[src/rtl/nonpivot_cover_checker_np_tag_pipe.sv]
`timescale 1ns/1ps
// -----------------------------------------------------------------------------
// nonpivot_cover_checker_np_tag_pipe
//   Shift register of {occupied, vld, idx} tags that travels alongside the
//   analyzer so each returning cover bit can be matched to the CAM entry it
//   belongs to. A tag pushed at a clock edge reaches the last stage DEPTH-1
//   edges later, which is the cycle its cover bit is valid.
//   Ports:
//     clk, rst        clock, synchronous active-low reset
//     flush           empty every stage at the next edge (wins over push)
//     push            insert a tag this cycle
//     push_vld        tag's entry holds a real fault
//     push_idx        tag's CAM index
//     ret_occ         last stage holds a tag (retiring this cycle)
//     ret_vld         retiring tag is a real fault
//     ret_idx         retiring tag's CAM index
//     upstream_empty  all stages except the last are empty, i.e. after this
//                     cycle's retirement nothing is left (when not pushing)
// -----------------------------------------------------------------------------
module nonpivot_cover_checker_np_tag_pipe #(
    parameter int DEPTH = 2,
    parameter int IDX_W = 3
) (
    input  logic             clk,
    input  logic             rst,
    input  logic             flush,
    input  logic             push,
    input  logic             push_vld,
    input  logic [IDX_W-1:0] push_idx,
    output logic             ret_occ,
    output logic             ret_vld,
    output logic [IDX_W-1:0] ret_idx,
    output logic             upstream_empty
);

    // Occupancy is kept apart from vld: an invalid entry still occupies a
    // slot so the drain logic waits for it.
    logic [DEPTH-1:0] occ_q;
    logic [DEPTH-1:0] vld_q;
    logic [IDX_W-1:0] idx_q [DEPTH];

    always_ff @(posedge clk) begin
        if (!rst || flush) begin
            occ_q <= '0;
            vld_q <= '0;
            for (int i = 0; i < DEPTH; i++) begin
                idx_q[i] <= '0;
            end
        end else begin
            occ_q    <= {occ_q[DEPTH-2:0], push};
            vld_q    <= {vld_q[DEPTH-2:0], push && push_vld};
            idx_q[0] <= push_idx;
            for (int i = 1; i < DEPTH; i++) begin
                idx_q[i] <= idx_q[i-1];
            end
        end
    end

    assign ret_occ        = occ_q[DEPTH-1];
    assign ret_vld        = vld_q[DEPTH-1];
    assign ret_idx        = idx_q[DEPTH-1];
    assign upstream_empty = ~|occ_q[DEPTH-2:0];

endmodule

[config.mk]
export PLATFORM = sky130hd
export DESIGN_NAME = nonpivot_cover_checker_np_tag_pipe
export DESIGN_NICKNAME = d
export VERILOG_FILES = /design/src/rtl/nonpivot_cover_checker_np_tag_pipe.sv
export SDC_FILE = /design/constraint.sdc
export NUM_CORES = 1
export LEC_CHECK = 0
export CAP_MARGIN = 20
export CORE_AREA = 2 2 39 41
export DETAILED_ROUTE_END_ITERATION = 10
export DIE_AREA = 0 0 41 43
export MAX_ROUTING_LAYER = met4
export RECOVER_POWER = 25
export SLEW_MARGIN = 20
export SYNTH_ARGS = -nofsm -noshare
export SYNTH_HDL_FRONTEND = slang
export SYNTH_SLANG_ARGS = --single-unit
[constraint.sdc]
create_clock -name clk -period 1 [get_ports clk]
set_clock_uncertainty 0.1 [all_clocks]
set_input_delay 0.1 -clock clk [delete_from_list [all_inputs] [get_ports clk]]
set_output_delay 0.1 -clock clk [all_outputs]
set_load 0.02 [all_outputs]
pdn.png
The bar under the picture is 10 um long. Pins as bars on the die edge.
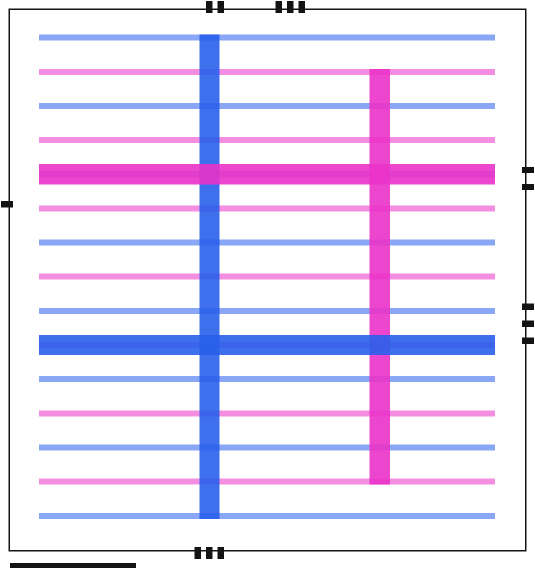
Key: magenta = VDD; blue = VSS
2 straps on met4. The core has 14 rows.

cell_classes.png
The bar under the picture is 10 um long.
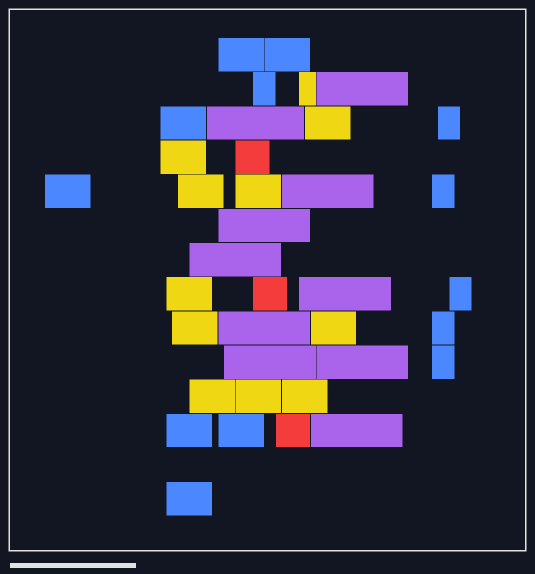
Key: red = cells driving clock nets [cells 3, share of their area 5.3%]; blue = other buffers and delay cells [cells 13, share of their area 23%]; purple = flip-flops [cells 10, share of their area 47%]; yellow = all other logic [cells 11, share of their area 24%]

clock_map.png
The bar under the picture is 10 um long.
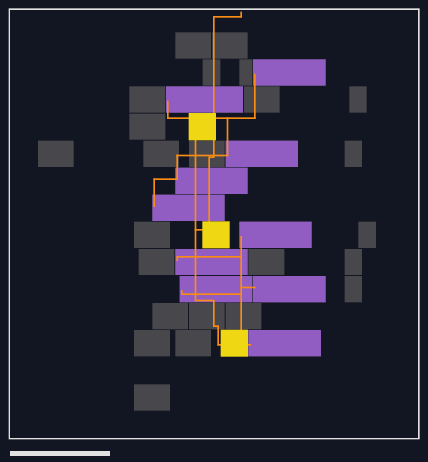
Key: purple = flip-flops [count 10]; orange = clock wires [length 109 um]; yellow = cells driving clock nets [count 3]
There are 4 routed clock nets.

metal_stack.png
Two of the layers only.
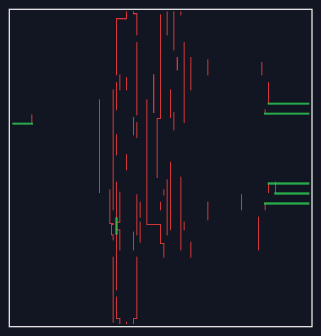
Key: green = met3 [wire length 31.6 um]; red = met2 [wire length 268 um]

==> Changelog: implementation <==
### Changed

* Buffers on Ports at 13
* Clk Tree Root Cell: clkbuf_4
* Hold path startpoint: push_vld
* Largest net degree at the start of global routing at 11
* M2 GR Usage at 9.06%
* Fillers at 150
* Sw Pwr at 0.136 mW
* Vias in the first global route at 187
* Post-synth EDFFs at 0
* Cell area after layout at 448 sq um
* Status: finished clean
* Data buffer area share at 22.3%
* FMAX at 1050 MHz
* Clock buf/inv share at 5.03%
* Post-synth regs at 10
* Seq share, synth at 61.3%
* Worst EP arrival at 0.75 ns
* Final hold vios at 0
* Commonest flop: dfxtp_1
* GRT overflow at 0
* Cell breakdown of the critical path: inv_1 > buf_2
* Cell with the most instances after synthesis: dfxtp_1
* Synth Warn # at 0
* Slew headroom at 82.8%
* Num CTS Buffers at 3
* Antenna Cells at 0
* Grt met1 use at 6.21%
* Yosys Instances at 24
* Dominant cell area share at 61.3%
* Antenna viol nets, final at 0
* WL per Instance at 9.25 um
* Mux share at 0%
* Met2 routed WL at 268 um
* Drt pass-1 iters at 4
* Clk pwr share at 34.8%
* Register area at 201 sq um
* Biggest register: idx_q
* Max_cap viols at 0
* Vias per cell at 4.06
* Hold_buf cts at 0
* Highest metal layer with signal wires: met3
* Cell type with the largest total area: dfxtp_1
* Top delay family on crit path: flip-flops
* Dominant comb cell: simple AND/OR/NAND/NOR gates
* Setup TNS at 0 ns
* Top post-synthesis cells by area: dfxtp_1 61%, and3b_2 28%, buf_4 6.9%
* Seq area share at 45.0%
* Initial core utilization at 23.6%
* Flip-flops at 10
* Late-Pin Clk Latency at 0.25 ns
* Largest register FFs at 6
* Post-Layout Cell Count at 53
* Most frequent cells after synthesis: 10 x dfxtp_1, 9 x and3b_2, 3 x buf_4
* Met3 usage at 3.14%
* Multi-input gates at 10
* Metal3 WL at 31 um
* Post-Synth Adder-Cell Area at 0%
* Hold EP: vld_q[0]
* Clock Pin Slew Worst Setup and Hold Paths at 0.06 ns
* Minimum clock period at 0.951 ns
* Post-Synthesis Cells at 24
* Gpl congestion at 0.646
* Crit share post-route at 95.1%
* Non-CTS buffers at 13
* Taps Inserted at 16
* GRT Max-Usage Layer: met4
* And+or+nand+nor area frac at 30.7%
* Most frequent cells in the layout: 9 x and3b_2, 9 x dfxtp_1, 7 x clkdlybuf4s50_1
* Largest registers: idx_q (6), occ_q (2), vld_q (2)
* Largest class: sequential cells
* CTS resizes at 24
* WP buf/inv at 2
* Pint at 0.585 mW
* Residual DRC at 0
* R2R cell count at 1
* Switching Share at 18.9%
* Placed inst area at 454 sq um
* R2R Setup Slk at 0.29 ns
* Clock net power at 0.251 mW
* Avg Cell Area, Syn at 13.6 sq um
* Static leakage at 0.220 nW
* Area reported by Yosys stat at 327 sq um
* Xor/xnor share at 0%
* Clock tree buffer depth at 2
* Worst Setup End Kind: output port
* Placed instance count at 50
* Chip Height at 43 um
* Setup slack after layout at 0.0491 ns
* Worst path max stage delay at 0.31 ns
* Critical Path RT at 0.80 ns
* Iter 0 DRT Violations at 5
* Non-clk invs at 1
* Layout clock buffers at 3
* Hold_ws at 0.365 ns
* CTS tree: yes
* Slew of the pin with the lowest slew margin at 0.257 ns
* Met1 Wirelength at 190 um
* Antenna violations before repair at 0
* Compound-Gate Fraction of Synth Area at 0%
* RSZ-0062 raised after global routing: no
* R2r endpoint: occ_q[1]
* Setup Fix Bufs, Post-CTS at 0
* Comb pwr share at 8.1%
* Final total power at 0.721 mW
No activity file was given, so power comes from the tool's default toggle rates.
